### config.mk
export PLATFORM = sky130hd
export DESIGN_NAME = delivery_outcome_gen
export DESIGN_NICKNAME = d
export VERILOG_FILES = /design/src/rtl/cricket_pkg.sv /design/src/rtl/cg_lfsr16.sv /design/src/rtl/delivery_outcome_gen.sv
export SDC_FILE = /design/constraint.sdc
export NUM_CORES = 1
export LEC_CHECK = 0
export ABC_AREA = 1
export ABC_CLOCK_PERIOD_IN_PS = 3200
export CAP_MARGIN = 15
export CORE_UTILIZATION = 55
export DETAILED_ROUTE_END_ITERATION = 6
export GPL_TIMING_DRIVEN = 1
export PLACE_DENSITY = 0.88
export SETUP_SLACK_MARGIN = 0.05
export SLEW_MARGIN = 20
export SYNTH_ARGS = -nofsm -noshare
export SYNTH_HDL_FRONTEND = slang
export SYNTH_HIERARCHICAL = 1
export SYNTH_SLANG_ARGS = --single-unit
export TNS_END_PERCENT = 20
### constraint.sdc
create_clock -name clk_fpga -period 3.2 [get_ports clk_fpga]
set_clock_uncertainty 0.15 [all_clocks]
set_input_delay 0.64 -clock clk_fpga [delete_from_list [all_inputs] [get_ports clk_fpga]]
set_output_delay 0.64 -clock clk_fpga [all_outputs]
set_load 0.05 [all_outputs]
### src/rtl/cricket_pkg.sv
// Shared types and constants for the cricket ball-outcome path.
// This covers the outcome kinds, the nibble ranges that select them, and the LFSR defaults.
package cricket_pkg;

  typedef enum logic [3:0] {
    DOT, SINGLE, DOUBLE, TRIPLE, FOUR, SIX, WIDE, NOBALL, WICKET
  } outcome_kind_e;

  typedef enum logic [1:0] {
    IDLE, OFFER, COOLDOWN
  } state_e;

  typedef struct packed {
    logic [2:0] runs;
    logic       is_extra;
    logic       is_wicket;
    logic       legal_ball;
  } ball_t;

  localparam logic [15:0] SEED_DEFAULT = 16'hACE1;
  localparam logic [15:0] POLY_DEFAULT = 16'hB400;

  localparam logic [3:0] NIB_DOT_MAX    = 4'd2;
  localparam logic [3:0] NIB_SINGLE_MAX = 4'd6;
  localparam logic [3:0] NIB_DOUBLE_MAX = 4'd9;
  localparam logic [3:0] NIB_TRIPLE     = 4'd10;
  localparam logic [3:0] NIB_FOUR       = 4'd11;
  localparam logic [3:0] NIB_SIX        = 4'd12;
  localparam logic [3:0] NIB_WIDE       = 4'd13;
  localparam logic [3:0] NIB_NOBALL     = 4'd14;

  function automatic outcome_kind_e kind_of(input logic [3:0] nib);
    if (nib <= NIB_DOT_MAX)         return DOT;
    else if (nib <= NIB_SINGLE_MAX) return SINGLE;
    else if (nib <= NIB_DOUBLE_MAX) return DOUBLE;
    else if (nib == NIB_TRIPLE)     return TRIPLE;
    else if (nib == NIB_FOUR)       return FOUR;
    else if (nib == NIB_SIX)        return SIX;
    else if (nib == NIB_WIDE)       return WIDE;
    else if (nib == NIB_NOBALL)     return NOBALL;
    else                            return WICKET;
  endfunction

  function automatic ball_t decode(input outcome_kind_e k);
    ball_t b;
    b = '{runs: 3'd0, is_extra: 1'b0, is_wicket: 1'b0, legal_ball: 1'b1};
    case (k)
      SINGLE:  b.runs = 3'd1;
      DOUBLE:  b.runs = 3'd2;
      TRIPLE:  b.runs = 3'd3;
      FOUR:    b.runs = 3'd4;
      SIX:     b.runs = 3'd6;
      WIDE, NOBALL: begin
        b.runs       = 3'd1;
        b.is_extra   = 1'b1;
        b.legal_ball = 1'b0;
      end
      WICKET:  b.is_wicket = 1'b1;
      default: b.runs = 3'd0;
    endcase
    return b;
  endfunction

endpackage

### src/rtl/cg_lfsr16.sv
// Free-running 16-bit Galois LFSR. It runs from the same clock as the rest of the block.
// An all-zero seed is replaced by 1 so that the register never locks up.
module cg_lfsr16
  import cricket_pkg::*;
#(
  parameter logic [15:0] SEED = SEED_DEFAULT,
  parameter logic [15:0] POLY = POLY_DEFAULT
) (
  input  logic        i_clk,
  input  logic        i_rst,
  output logic [15:0] o_state
);

  localparam logic [15:0] SEED_NZ = (SEED == 16'h0000) ? 16'h0001 : SEED;

  logic [15:0] r_state;

  always_ff @(posedge i_clk or posedge i_rst) begin
    if (i_rst) r_state <= SEED_NZ;
    else       r_state <= (r_state >> 1) ^ (r_state[0] ? POLY : 16'h0000);
  end

  assign o_state = r_state;

endmodule

### src/rtl/delivery_outcome_gen.sv
// Turns one bowl-button press into one decoded ball result, offered on valid/ready.
// After each handshake, a cooldown period blocks further presses.
module delivery_outcome_gen
  import cricket_pkg::*;
#(
  parameter logic [15:0] SEED            = SEED_DEFAULT,
  parameter logic [15:0] POLY            = POLY_DEFAULT,
  parameter int          COOLDOWN_CYCLES = 4
) (
  input  logic        clk_fpga,
  input  logic        reset,
  input  logic        delivery,
  input  logic        enable,
  input  logic        out_ready,
  output logic        out_valid,
  output logic [3:0]  outcome_code,
  output logic [2:0]  runs,
  output logic        is_extra,
  output logic        is_wicket,
  output logic        legal_ball,
  output logic [15:0] delivery_count,
  output logic [15:0] lfsr_state
);

  logic [15:0] w_lfsr;
  logic        r_sync1, r_sync2, r_prev;
  logic        w_press, w_load, w_hs;
  state_e      r_state, w_next;
  logic [7:0]  r_cool;
  ball_t       w_ball;
  logic        r_valid;
  logic [3:0]  r_code;
  ball_t       r_ball;
  logic [15:0] r_count;

  cg_lfsr16 #(.SEED(SEED), .POLY(POLY)) u_lfsr (
    .i_clk   (clk_fpga),
    .i_rst   (reset),
    .o_state (w_lfsr)
  );

  always_ff @(posedge clk_fpga or posedge reset) begin
    if (reset) begin
      r_sync1 <= 1'b0;
      r_sync2 <= 1'b0;
      r_prev  <= 1'b0;
    end else begin
      r_sync1 <= delivery;
      r_sync2 <= r_sync1;
      r_prev  <= r_sync2;
    end
  end

  assign w_press = r_sync2 & ~r_prev;
  assign w_load  = (r_state == IDLE) && w_press && enable;
  assign w_hs    = (r_state == OFFER) && out_ready;
  assign w_ball  = decode(kind_of(w_lfsr[3:0]));

  always_comb begin
    w_next = r_state;
    case (r_state)
      IDLE:     if (w_press && enable) w_next = OFFER;
      OFFER:    if (out_ready)         w_next = COOLDOWN;
      COOLDOWN: if (r_cool <= 8'd1)    w_next = IDLE;
      default:                         w_next = IDLE;
    endcase
  end

  always_ff @(posedge clk_fpga or posedge reset) begin
    if (reset) begin
      r_state <= IDLE;
      r_cool  <= 8'd0;
      r_valid <= 1'b0;
      r_code  <= 4'd0;
      r_ball  <= '0;
      r_count <= 16'd0;
    end else begin
      r_state <= w_next;
      if (w_load) begin
        r_valid <= 1'b1;
        r_code  <= w_lfsr[3:0];
        r_ball  <= w_ball;
      end
      if (w_hs) begin
        r_valid <= 1'b0;
        r_cool  <= 8'(COOLDOWN_CYCLES);
        if (r_count != 16'hFFFF) r_count <= r_count + 16'd1;
      end else if (r_state == COOLDOWN && r_cool != 8'd0) begin
        r_cool <= r_cool - 8'd1;
      end
    end
  end

  assign out_valid      = r_valid;
  assign outcome_code   = r_code;
  assign runs           = r_ball.runs;
  assign is_extra       = r_ball.is_extra;
  assign is_wicket      = r_ball.is_wicket;
  assign legal_ball     = r_ball.legal_ball;
  assign delivery_count = r_count;
  assign lfsr_state     = w_lfsr;

endmodule

==> results.sh <==
# flow metrics
export IMPL_wl_met3_um=323
export IMPL_yosysWarnings=6
export IMPL_ff_latch_area_mm2=0.00141
export IMPL_grt_pass1_vias=2239
export IMPL_logic_gate_count=234
export IMPL_cts_tree="built"
export IMPL_ys_sh_adder_pct=1.88
export IMPL_drt_iter0_drc=154
export IMPL_postRouteAntennaNets=0
export IMPL_path_cells="clkdlybuf4s50_1"
export IMPL_pwr_share_comb_pct=32.8
export IMPL_status="finished clean"
export IMPL_ff_type="dfrtp_1"
export IMPL_die_y_um=71.5
export IMPL_core_area_mm2=0.00450
export IMPL_gr_max_usage_layer="met2"
export IMPL_r2r_slack_ns=0.95
export IMPL_wl_per_cell_um=12.7
export IMPL_power_mw=1.90
export IMPL_maxPowerGroup="sequential cells"
export IMPL_diodes=0
export IMPL_stdcell_count=434
export IMPL_rsz0062_at_grt="false"
export IMPL_hold_path_class="reg2reg"
export IMPL_cts_setup_buffers=0
export IMPL_mostFrequentLayoutCell="nand2_1"
export IMPL_dr_pass1_iters=4
export IMPL_slew_violations=0
export IMPL_grtUsageMet3_pct=6.05
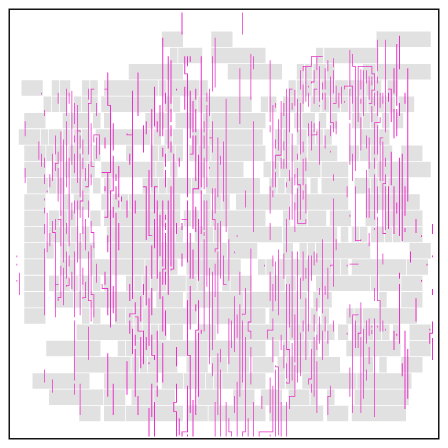
(images/m2.png)
nets with wire on the layer: 312
main direction: vertical
longest straight run: 34.7 um

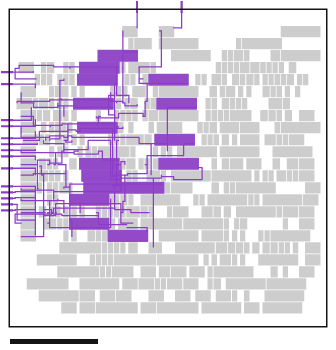
(images/port_trees.png)
Bar = 20 um.
| color | port | bits | direction | edge | end cells | wire |
|---|---|---|---|---|---|---|
| purple | delivery_count | 16 | output | 14 left, 2 top | 16 | 880 um |
Port Buffers: 47
IO Pins: 48

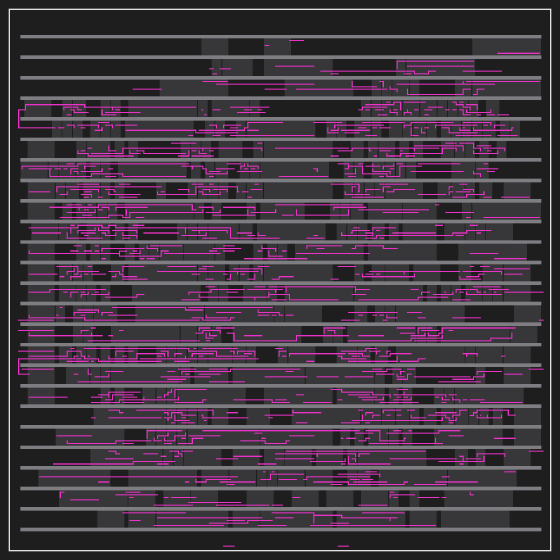
(images/m1.png)
Supply wires on this layer in gray.
share of all routed wire: 45%
wire length on this layer: 2460 um
longest straight run: 26.2 um
DR vias: 2280
final WL: 5.53 mm
grt met1 use: 30.7%

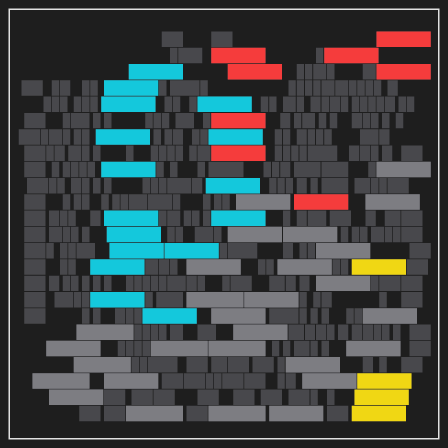
(images/ff_map.png)
| color | signal | sequential cells |
|---|---|---|
| red | r_cool | 8 |
| yellow | outcome_code | 4 |
| cyan | delivery_count | 16 |
not colored: 28

